[src/rtl/rom_arb_pkg.sv]
// rom_arb_pkg: shared types, defaults and the ROM address check for the
// boot-ROM arbiter.
//   ROM_BASE_DEF / ROM_SIZE_DEF : default ROM window (byte addresses)
//   port_e                      : requester identifier, also the slot index
//   rom_rsp_t                   : packed view of one response slot
//   in_rom_range()              : 1 when an access is word aligned and the
//                                 whole word lies inside the ROM window;
//                                 a fault is the inverse
package rom_arb_pkg;

   localparam logic [31:0] ROM_BASE_DEF = 32'hBFC0_0000;
   localparam int          ROM_SIZE_DEF = 4096;

   typedef enum logic {
      PORT_F = 1'b0,
      PORT_D = 1'b1
   } port_e;

   typedef struct packed {
      logic        valid;
      logic        err;
      logic [31:0] data;
   } rom_rsp_t;

   function automatic logic in_rom_range(input logic [31:0] addr,
                                         input logic [31:0] base,
                                         input logic [31:0] size);
      logic [31:0] last_word;
      last_word = base + size - 32'd4;
      return (addr[1:0] == 2'b00) && (addr >= base) && (addr <= last_word);
   endfunction

endpackage

[src/rtl/rom_arbiter_if.sv]
// rom_arbiter_if: request/response bundle for both requesters plus the ROM
// port of the arbiter.
//   f_* : instruction-fetch request, response and flush
//   d_* : data-side load request and response
//   mem_addr_o / mem_rd_i : combinational-read ROM port
// Modports: slave = arbiter side, master = requesters/ROM side.
interface rom_arbiter_if #(
   parameter int ADDR_WIDTH = 32,
   parameter int DATA_WIDTH = 32
);
   logic                  f_req_valid_i;
   logic                  f_req_ready_o;
   logic [ADDR_WIDTH-1:0] f_addr_i;
   logic                  f_rsp_valid_o;
   logic                  f_rsp_ready_i;
   logic [DATA_WIDTH-1:0] f_rsp_data_o;
   logic                  f_rsp_err_o;
   logic                  f_flush_i;

   logic                  d_req_valid_i;
   logic                  d_req_ready_o;
   logic [ADDR_WIDTH-1:0] d_addr_i;
   logic                  d_rsp_valid_o;
   logic                  d_rsp_ready_i;
   logic [DATA_WIDTH-1:0] d_rsp_data_o;
   logic                  d_rsp_err_o;

   logic [ADDR_WIDTH-1:0] mem_addr_o;
   logic [DATA_WIDTH-1:0] mem_rd_i;

   modport slave (
      input  f_req_valid_i, f_addr_i, f_rsp_ready_i, f_flush_i,
      input  d_req_valid_i, d_addr_i, d_rsp_ready_i,
      input  mem_rd_i,
      output f_req_ready_o, f_rsp_valid_o, f_rsp_data_o, f_rsp_err_o,
      output d_req_ready_o, d_rsp_valid_o, d_rsp_data_o, d_rsp_err_o,
      output mem_addr_o
   );

   modport master (
      output f_req_valid_i, f_addr_i, f_rsp_ready_i, f_flush_i,
      output d_req_valid_i, d_addr_i, d_rsp_ready_i,
      output mem_rd_i,
      input  f_req_ready_o, f_rsp_valid_o, f_rsp_data_o, f_rsp_err_o,
      input  d_req_ready_o, d_rsp_valid_o, d_rsp_data_o, d_rsp_err_o,
      input  mem_addr_o
   );
endinterface

[src/rtl/rom_arb_rsp_slot.sv]
// rom_arb_rsp_slot: one registered response slot.
//   clk_i, rst_i      : clock, synchronous active-high reset
//   load_i            : a request was granted this cycle; capture its result
//   load_err_i        : the granted access faulted (data forced to 0)
//   load_data_i       : ROM word for the granted access
//   rsp_ready_i       : consumer takes the held response this cycle
//   flush_i           : drop the held response at the edge
//   rsp_valid_o / rsp_err_o / rsp_data_o : held response
module rom_arb_rsp_slot
   import rom_arb_pkg::*;
#(
   parameter int DATA_WIDTH = 32
) (
   input  logic                  clk_i,
   input  logic                  rst_i,
   input  logic                  load_i,
   input  logic                  load_err_i,
   input  logic [DATA_WIDTH-1:0] load_data_i,
   input  logic                  rsp_ready_i,
   input  logic                  flush_i,
   output logic                  rsp_valid_o,
   output logic                  rsp_err_o,
   output logic [DATA_WIDTH-1:0] rsp_data_o
);
   logic                  valid_reg;
   logic                  err_reg;
   logic [DATA_WIDTH-1:0] data_reg;

   // A new grant has priority over flush/drain: a request accepted in the
   // same cycle as a flush or a consume is the one that must survive.
   always_ff @(posedge clk_i) begin
      if (rst_i) begin
         valid_reg <= 1'b0;
         err_reg   <= 1'b0;
         data_reg  <= '0;
      end else if (load_i) begin
         valid_reg <= 1'b1;
         err_reg   <= load_err_i;
         data_reg  <= load_err_i ? '0 : load_data_i;
      end else if (flush_i || (valid_reg && rsp_ready_i)) begin
         valid_reg <= 1'b0;
         err_reg   <= 1'b0;
         data_reg  <= '0;
      end
   end

   assign rsp_valid_o = valid_reg;
   assign rsp_err_o   = err_reg;
   assign rsp_data_o  = data_reg;
endmodule

[src/rtl/rom_arbiter.sv]
// rom_arbiter: shares one combinational-read boot ROM between instruction
// fetch (F) and data-side loads (D). At most one request is granted per
// cycle; its result is registered into that port's response slot, so a
// grant in cycle N is visible as a response in N+1 and is held until the
// port's rsp_ready.
//   clk_i, rst_i : clock, synchronous active-high reset
//   bus          : rom_arbiter_if.slave (requests, responses, flush, ROM port)
// Build option: define ROM_ARB_RR_EN to replace fixed D-priority with its
// fetch starvation escape by a round-robin grant between F and D.
module rom_arbiter
   import rom_arb_pkg::*;
#(
   parameter int                    ADDR_WIDTH = 32,
   parameter int                    DATA_WIDTH = 32,
   parameter logic [ADDR_WIDTH-1:0] ROM_BASE   = ROM_BASE_DEF,
   parameter int                    ROM_SIZE   = ROM_SIZE_DEF,
   parameter int                    STARVE_MAX = 4
) (
   input  logic          clk_i,
   input  logic          rst_i,
   rom_arbiter_if.slave  bus
);
   logic elig_f, elig_d;
   logic grant_f, grant_d;
   logic fault_f, fault_d;

   logic [1:0]            slot_load, slot_err, slot_ready, slot_flush;
   logic [1:0]            slot_valid, slot_rsp_err;
   logic [DATA_WIDTH-1:0] slot_data [2];

   // A port may be granted only if its slot is free or draining this cycle.
   assign elig_f = bus.f_req_valid_i && (!slot_valid[PORT_F] || bus.f_rsp_ready_i);
   assign elig_d = bus.d_req_valid_i && (!slot_valid[PORT_D] || bus.d_rsp_ready_i);

   assign fault_f = !in_rom_range(32'(bus.f_addr_i), 32'(ROM_BASE), 32'(ROM_SIZE));
   assign fault_d = !in_rom_range(32'(bus.d_addr_i), 32'(ROM_BASE), 32'(ROM_SIZE));

`ifdef ROM_ARB_RR_EN
   port_e rr_reg, rr_next;

   always_ff @(posedge clk_i) begin
      if (rst_i) rr_reg <= PORT_F;
      else       rr_reg <= rr_next;
   end

   // Pointer only moves on a contended grant; a lone requester leaves it.
   always_comb begin
      grant_f = 1'b0;
      grant_d = 1'b0;
      rr_next = rr_reg;
      if (elig_f && elig_d) begin
         if (rr_reg == PORT_F) begin
            grant_f = 1'b1;
            rr_next = PORT_D;
         end else begin
            grant_d = 1'b1;
            rr_next = PORT_F;
         end
      end else begin
         grant_f = elig_f;
         grant_d = elig_d;
      end
   end
`else
   localparam int                CNT_W      = $clog2(STARVE_MAX + 1);
   localparam logic [CNT_W-1:0]  STARVE_LIM = CNT_W'(STARVE_MAX);

   logic [CNT_W-1:0] starve_reg, starve_next;

   always_ff @(posedge clk_i) begin
      if (rst_i) starve_reg <= '0;
      else       starve_reg <= starve_next;
   end

   // D normally wins; once fetch has been passed over STARVE_MAX times in a
   // row it takes the next contended cycle.
   always_comb begin
      grant_d     = elig_d && !(elig_f && (starve_reg == STARVE_LIM));
      grant_f     = elig_f && !grant_d;
      starve_next = '0;
      if (elig_f && !grant_f)
         starve_next = (starve_reg == STARVE_LIM) ? starve_reg
                                                  : starve_reg + CNT_W'(1);
   end
`endif

   // Faulting or idle cycles park the ROM on its base so the ROM index
   // never leaves the array.
   always_comb begin
      bus.mem_addr_o = ROM_BASE;
      if (grant_d && !fault_d)
         bus.mem_addr_o = bus.d_addr_i;
      else if (grant_f && !fault_f)
         bus.mem_addr_o = bus.f_addr_i;
   end

   assign bus.f_req_ready_o = grant_f;
   assign bus.d_req_ready_o = grant_d;

   assign slot_load[PORT_F]  = grant_f;
   assign slot_load[PORT_D]  = grant_d;
   assign slot_err[PORT_F]   = fault_f;
   assign slot_err[PORT_D]   = fault_d;
   assign slot_ready[PORT_F] = bus.f_rsp_ready_i;
   assign slot_ready[PORT_D] = bus.d_rsp_ready_i;
   assign slot_flush[PORT_F] = bus.f_flush_i;
   assign slot_flush[PORT_D] = 1'b0;

   generate
      for (genvar gi = 0; gi < 2; gi++) begin : g_slot
         rom_arb_rsp_slot #(
            .DATA_WIDTH (DATA_WIDTH)
         ) u_slot (
            .clk_i       (clk_i),
            .rst_i       (rst_i),
            .load_i      (slot_load[gi]),
            .load_err_i  (slot_err[gi]),
            .load_data_i (bus.mem_rd_i),
            .rsp_ready_i (slot_ready[gi]),
            .flush_i     (slot_flush[gi]),
            .rsp_valid_o (slot_valid[gi]),
            .rsp_err_o   (slot_rsp_err[gi]),
            .rsp_data_o  (slot_data[gi])
         );
      end
   endgenerate

   assign bus.f_rsp_valid_o = slot_valid[PORT_F];
   assign bus.f_rsp_err_o   = slot_rsp_err[PORT_F];
   assign bus.f_rsp_data_o  = slot_data[PORT_F];
   assign bus.d_rsp_valid_o = slot_valid[PORT_D];
   assign bus.d_rsp_err_o   = slot_rsp_err[PORT_D];
   assign bus.d_rsp_data_o  = slot_data[PORT_D];
endmodule

[src/flat_wrapper.sv]
// flat-port wrapper written by rule: the top's interface ports become plain ports
module rom_arbiter_flat import rom_arb_pkg::*;
#(
   parameter int                    ADDR_WIDTH = 32,
   parameter int                    DATA_WIDTH = 32,
   parameter logic [ADDR_WIDTH-1:0] ROM_BASE   = ROM_BASE_DEF,
   parameter int                    ROM_SIZE   = ROM_SIZE_DEF,
   parameter int                    STARVE_MAX = 4
)
  (clk_i, rst_i, bus_f_req_valid_i, bus_f_addr_i, bus_f_rsp_ready_i, bus_f_flush_i, bus_d_req_valid_i, bus_d_addr_i, bus_d_rsp_ready_i, bus_mem_rd_i, bus_f_req_ready_o, bus_f_rsp_valid_o, bus_f_rsp_data_o, bus_f_rsp_err_o, bus_d_req_ready_o, bus_d_rsp_valid_o, bus_d_rsp_data_o, bus_d_rsp_err_o, bus_mem_addr_o);
  rom_arbiter_if #(.ADDR_WIDTH(ADDR_WIDTH), .DATA_WIDTH(DATA_WIDTH)) bus_i ();
  input  logic clk_i;
  input  logic rst_i;
  input wire logic [$bits(bus_i.f_req_valid_i)-1:0] bus_f_req_valid_i;
  input wire logic [$bits(bus_i.f_addr_i)-1:0] bus_f_addr_i;
  input wire logic [$bits(bus_i.f_rsp_ready_i)-1:0] bus_f_rsp_ready_i;
  input wire logic [$bits(bus_i.f_flush_i)-1:0] bus_f_flush_i;
  input wire logic [$bits(bus_i.d_req_valid_i)-1:0] bus_d_req_valid_i;
  input wire logic [$bits(bus_i.d_addr_i)-1:0] bus_d_addr_i;
  input wire logic [$bits(bus_i.d_rsp_ready_i)-1:0] bus_d_rsp_ready_i;
  input wire logic [$bits(bus_i.mem_rd_i)-1:0] bus_mem_rd_i;
  output wire logic [$bits(bus_i.f_req_ready_o)-1:0] bus_f_req_ready_o;
  output wire logic [$bits(bus_i.f_rsp_valid_o)-1:0] bus_f_rsp_valid_o;
  output wire logic [$bits(bus_i.f_rsp_data_o)-1:0] bus_f_rsp_data_o;
  output wire logic [$bits(bus_i.f_rsp_err_o)-1:0] bus_f_rsp_err_o;
  output wire logic [$bits(bus_i.d_req_ready_o)-1:0] bus_d_req_ready_o;
  output wire logic [$bits(bus_i.d_rsp_valid_o)-1:0] bus_d_rsp_valid_o;
  output wire logic [$bits(bus_i.d_rsp_data_o)-1:0] bus_d_rsp_data_o;
  output wire logic [$bits(bus_i.d_rsp_err_o)-1:0] bus_d_rsp_err_o;
  output wire logic [$bits(bus_i.mem_addr_o)-1:0] bus_mem_addr_o;
  assign bus_i.f_req_valid_i = bus_f_req_valid_i;
  assign bus_i.f_addr_i = bus_f_addr_i;
  assign bus_i.f_rsp_ready_i = bus_f_rsp_ready_i;
  assign bus_i.f_flush_i = bus_f_flush_i;
  assign bus_i.d_req_valid_i = bus_d_req_valid_i;
  assign bus_i.d_addr_i = bus_d_addr_i;
  assign bus_i.d_rsp_ready_i = bus_d_rsp_ready_i;
  assign bus_i.mem_rd_i = bus_mem_rd_i;
  assign bus_f_req_ready_o = bus_i.f_req_ready_o;
  assign bus_f_rsp_valid_o = bus_i.f_rsp_valid_o;
  assign bus_f_rsp_data_o = bus_i.f_rsp_data_o;
  assign bus_f_rsp_err_o = bus_i.f_rsp_err_o;
  assign bus_d_req_ready_o = bus_i.d_req_ready_o;
  assign bus_d_rsp_valid_o = bus_i.d_rsp_valid_o;
  assign bus_d_rsp_data_o = bus_i.d_rsp_data_o;
  assign bus_d_rsp_err_o = bus_i.d_rsp_err_o;
  assign bus_mem_addr_o = bus_i.mem_addr_o;
  rom_arbiter #(.ADDR_WIDTH(ADDR_WIDTH), .DATA_WIDTH(DATA_WIDTH), .ROM_BASE(ROM_BASE), .ROM_SIZE(ROM_SIZE), .STARVE_MAX(STARVE_MAX)) u_core (.clk_i(clk_i), .rst_i(rst_i), .bus(bus_i));
endmodule
[config.mk]
export PLATFORM = sky130hd
export DESIGN_NAME = rom_arbiter_flat
export DESIGN_NICKNAME = d
export VERILOG_FILES = /design/src/rtl/rom_arb_pkg.sv /design/src/rtl/rom_arbiter_if.sv /design/src/rtl/rom_arb_rsp_slot.sv /design/src/rtl/rom_arbiter.sv /design/src/flat_wrapper.sv
export SDC_FILE = /design/constraint.sdc
export NUM_CORES = 1
export LEC_CHECK = 0
export ABC_AREA = 1
export CORE_AREA = 2 2 95 97
export DETAILED_ROUTE_END_ITERATION = 10
export DIE_AREA = 0 0 97 99
export GPL_TIMING_DRIVEN = 0
export PLACE_DENSITY = 0.85
export SKIP_LAST_GASP = 1
export SLEW_MARGIN = 20
export SYNTH_ARGS = -nofsm -noshare
export SYNTH_HDL_FRONTEND = slang
export SYNTH_SLANG_ARGS = --single-unit
[constraint.sdc]
create_clock -name clk_i -period 3.62 [get_ports clk_i]
set_clock_uncertainty 0.2 [all_clocks]
set_input_delay 0.543 -clock clk_i [delete_from_list [all_inputs] [get_ports clk_i]]
set_output_delay 0.543 -clock clk_i [all_outputs]
set_load 0.02 [all_outputs]
**Run 1: floorplan with the power grid**

The bar under the picture is 20 um long. Pins as bars on the die edge. Tap cells in gray.
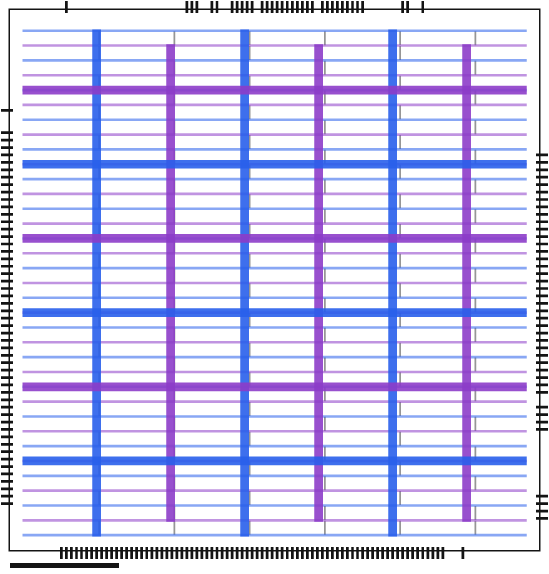
[VDD] purple
[VSS] blue
met4 straps: 6
rows: 34
met1 rails: 35
largest voltage drop on the vdd net: 0.2048 mV
vertical die dimension: 99 um
die width: 97 um
core area: 0.008551 mm2

**Run 1: placement by cell class**

The bar under the picture is 20 um long.
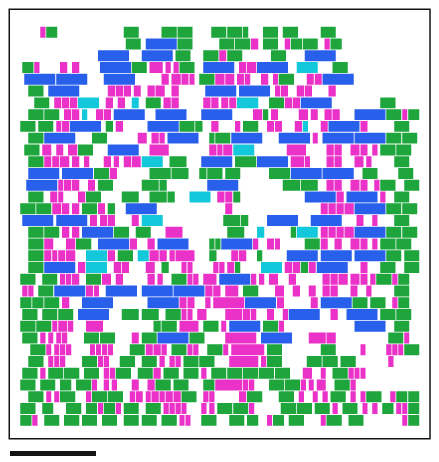
[flip-flops] blue | cells: 71 | share of their area: 26%
[clock drivers and dummy loads] cyan | cells: 16 | share of their area: 3.2%
[all other logic] magenta | cells: 337 | share of their area: 31%
[other buffers and delay cells] green | cells: 237 | share of their area: 40%

==> impl_report.txt, run 1 <==
FLOW METRICS REPORT
----------------------------------------------------
[STA]
  RSZ-0062 raised after global routing ........................ false
  Transition time at the pin with the least slew margin ........................ ~0.63 ns

[Power]
  Net switching power figure ........................ 0.4301 mW
  Proportion of power drawn by flip-flops and latches ........................ 47.6%
  Clock network power ........................ about 0.57 mW
  Biggest power consumer among the groups ........................ sequential cells
  Cell internal power dissipation ........................ 1.224 mW
  Leakage power ........................ about 2.1 nW

[Place]
  HPWL Detailed ........................ roughly 9 mm
  Setup slack after placement ........................ ~0.019 ns

[Synthesis]
  Fraction of the yosys area taken by sequential cells ........................ between 40% and 50%
  Leading area contributor after synthesis ........................ dfxtp_1
  Yosys cell count ........................ 444
  Post-Syn Instances ........................ about 440
  Area share of and/or/nand/nor cells after synthesis ........................ 31.45%
  Dominant flop cell ........................ dfxtp_1
  Prevailing logic family in the synthesized netlist ........................ simple AND/OR/NAND/NOR gates

[Run status]
  Outcome ........................ completed

[Global route]
  Vias in the first global route ........................ slightly below 4000
  Initial antenna violation count ........................ 0
  Met2 capacity usage during global routing ........................ roughly 43%
  Met3 Use GR ........................ between 8 and 9%
  Grt met1 use ........................ 25.48%

[Layout]
  Post-synthesis to final-layout area growth ........................ 64.02%
  Most common cell after layout, fill and taps aside ........................ clkdlybuf4s50_1
  Flip-flop count of the largest register, all copies and words added ........................ 64
  Number of nets in the layout ........................ 761

[Worst setup path]
  Reg-to-reg endpoint ........................ u_core.g_slot[1].u_slot.rsp_data_o[20]
  Chain of cells forming the critical path ........................ clkdlybuf4s50_1 -> nand2_1 -> nor2b_1 -> nand2_1 -> nor2_4 -> nand2_1 -> nor2_4 -> nand2_1 -> nand2_1 -> clkdlybuf4s50_1
  Source of the critical timing path ........................ bus_d_addr_i[22]
  Startpoint types ........................ input pin
  Cell count of the worst reg-to-reg path ........................ 9
  R2r startpoint ........................ u_core.starve_reg[0]

[Routing]
  DR WL/cell ........................ roughly 15 um
  Top routing layer used ........................ met4
  Post-route DRC violation count ........................ 0

[Job]
  Tool warnings ........................ 27

[Clock tree]
  Cts bufs inserted ........................ 9
  Number of levels in the clock H-tree ........................ 3

[Min path]
  Hold Path Stages ........................ 2

----------------------------------------------------
**Run 1: clock distribution**

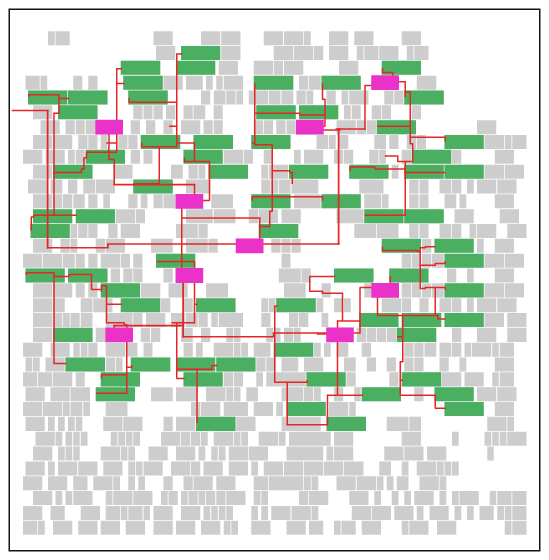
[flip-flops] green | count: 71
[clock wires] red | length: 867 um
[cells driving clock nets] magenta | count: 9
routed clock nets: 10

## run 1: layout make-up
cell class                      instances  area, um2
Sequential cell                        71       1421
Timing Repair Buffer                  181       1812
Buffer                                 56      420.4
Multi-Input combinational cell        320       1623
Tap cell                              108      135.1
Inverter                               17      76.32
Fill cell                             721       2887
Clock inverter                          3      17.52
Clock buffer                           13      158.9
## run 1: how the worst max path moves through the flow
stage / cells past startpoint / to
floorplan: 7 / bus_mem_addr_o[10]
global placement: 9 / bus_mem_addr_o[10]
detailed placement: 9 / bus_mem_addr_o[4]
CTS: 9 / bus_mem_addr_o[10]
global route: 10 / bus_mem_addr_o[11]
finish: 10 / bus_mem_addr_o[10]
## run 1: what timing repair did
action | 4_1_cts | 5_1_grt
hold buffers | 0 | 0
resized | 0 | 3
endpoints found under the setup margin | 0 | 10
## Run 2: what changed since run 1
Settings changed: CTS_CLUSTER_SIZE from default to 10.
**Run 2: congestion heat map**

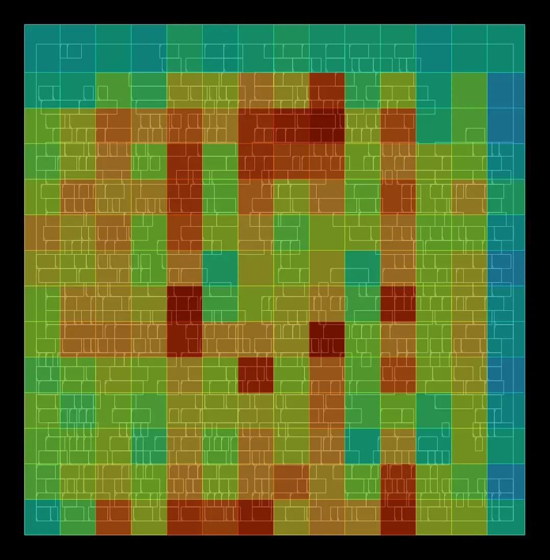
final core occ: 66.24%
layer with the highest usage: met2
global-route total usage across every layer: 23.43%
met3 Use GR: 8.298%

==> run 2 against run 1 <==
Against the previous run:
- core utilization unchanged
- register-to-register slack is essentially flat
- maximum frequency is the same
- synthesized area is the same
- flip-flop count did not move
- design area unchanged
- non-clock buffer count is the same
- largest power group unchanged
==> impl_report.txt, run 2 <==
FLOW METRICS REPORT
----------------------------------------------------
[Run status]
  Outcome ........................ completed

[Layout]
  Non-clock buffer share of cell area ........................ 39.41%
  Multi-input gate share of total cell area ........................ 28.65%
  Fillers ........................ a little over 700
  Flip-flop count of the largest register, all copies and words added ........................ ~64
  Sequential share of cell area ........................ about a quarter
  Non-Clock Buffer Count ........................ approximately 240
  Area used by sequential logic in the layout ........................ between 0.001 and 0.0015 mm2
  Clock buffers and inverters, area share ........................ 3.115%

[Synthesis]
  Dominant flop cell ........................ dfxtp_1
  Fraction of the yosys area taken by sequential cells ........................ between 40 and 50%

[Worst setup path]
  Chain of cells forming the critical path ........................ clkdlybuf4s50_1 -> nand2_1 -> nor2b_1 -> nand2_1 -> nor2_4 -> nand2_1 -> nor2_4 -> nand2_1 -> nand2_1 -> clkdlybuf4s50_1
  Timing endpoint of the critical path ........................ bus_mem_addr_o[10]
  Source of the critical timing path ........................ bus_d_addr_i[22]
  Reg-to-reg endpoint ........................ u_core.g_slot[1].u_slot.rsp_data_o[20]

[Power]
  Clock network power ........................ approximately 0.57 mW
  Cell internal power dissipation ........................ around 1.2 mW
  Net switching power figure ........................ between 0.4 and 0.5 mW
  Proportion of power drawn by flip-flops and latches ........................ between 40% and 50%
  Leakage power ........................ 2.104 nW

[Routing]
  Top routing layer used ........................ met4
  Post-route DRC violation count ........................ 0
  DR WL/cell ........................ about 15 um

[STA]
  Transition time at the pin with the least slew margin ........................ ~0.63 ns
  RSZ-0062 raised after global routing ........................ false

[Global route]
  Grt met1 use ........................ approximately a quarter

[Place]
  HPWL Detailed ........................ approximately 9 mm
  Setup slack after placement ........................ roughly 0.019 ns

[Clock tree]
  Number of levels in the clock H-tree ........................ 3

[Job]
  Tool warnings ........................ 27

[Min path]
  Hold Path Stages ........................ 2

----------------------------------------------------
-- run 2: cell counts after synthesis --
No cell type changed its count.
-- run 2: what timing repair did --
item / in CTS / in global routing
hold buffers: 0 / 0
hold endpoints to repair: 0 / 0
endpoints found under the setup margin: 0 / 10
resized: 0 / 3
-- run 2: through the flow --
stage | utilization [%] | power [mW]
2_1_floorplan | - | 0.9415
3_3_place_gp | 64.03 | 1.092
3_5_place_dp | 64.03 | 1.096
4_1_cts | 66.10 | 1.655
5_1_grt | 66.24 | 1.710
6_report | 66.24 | 1.654
-- run 2: cells by family after synthesis --
kind of cell	Yosys count	synth area share [%]
simple gates	221	31.45
compound gates	74	11.81
buf+inv	73	14.38
flops	71	41.16
fa+ha+maj	2	0.7245
other cells	2	0.2175
xor+xnor	1	0.2537
Power and IR drop assume default switching activity.
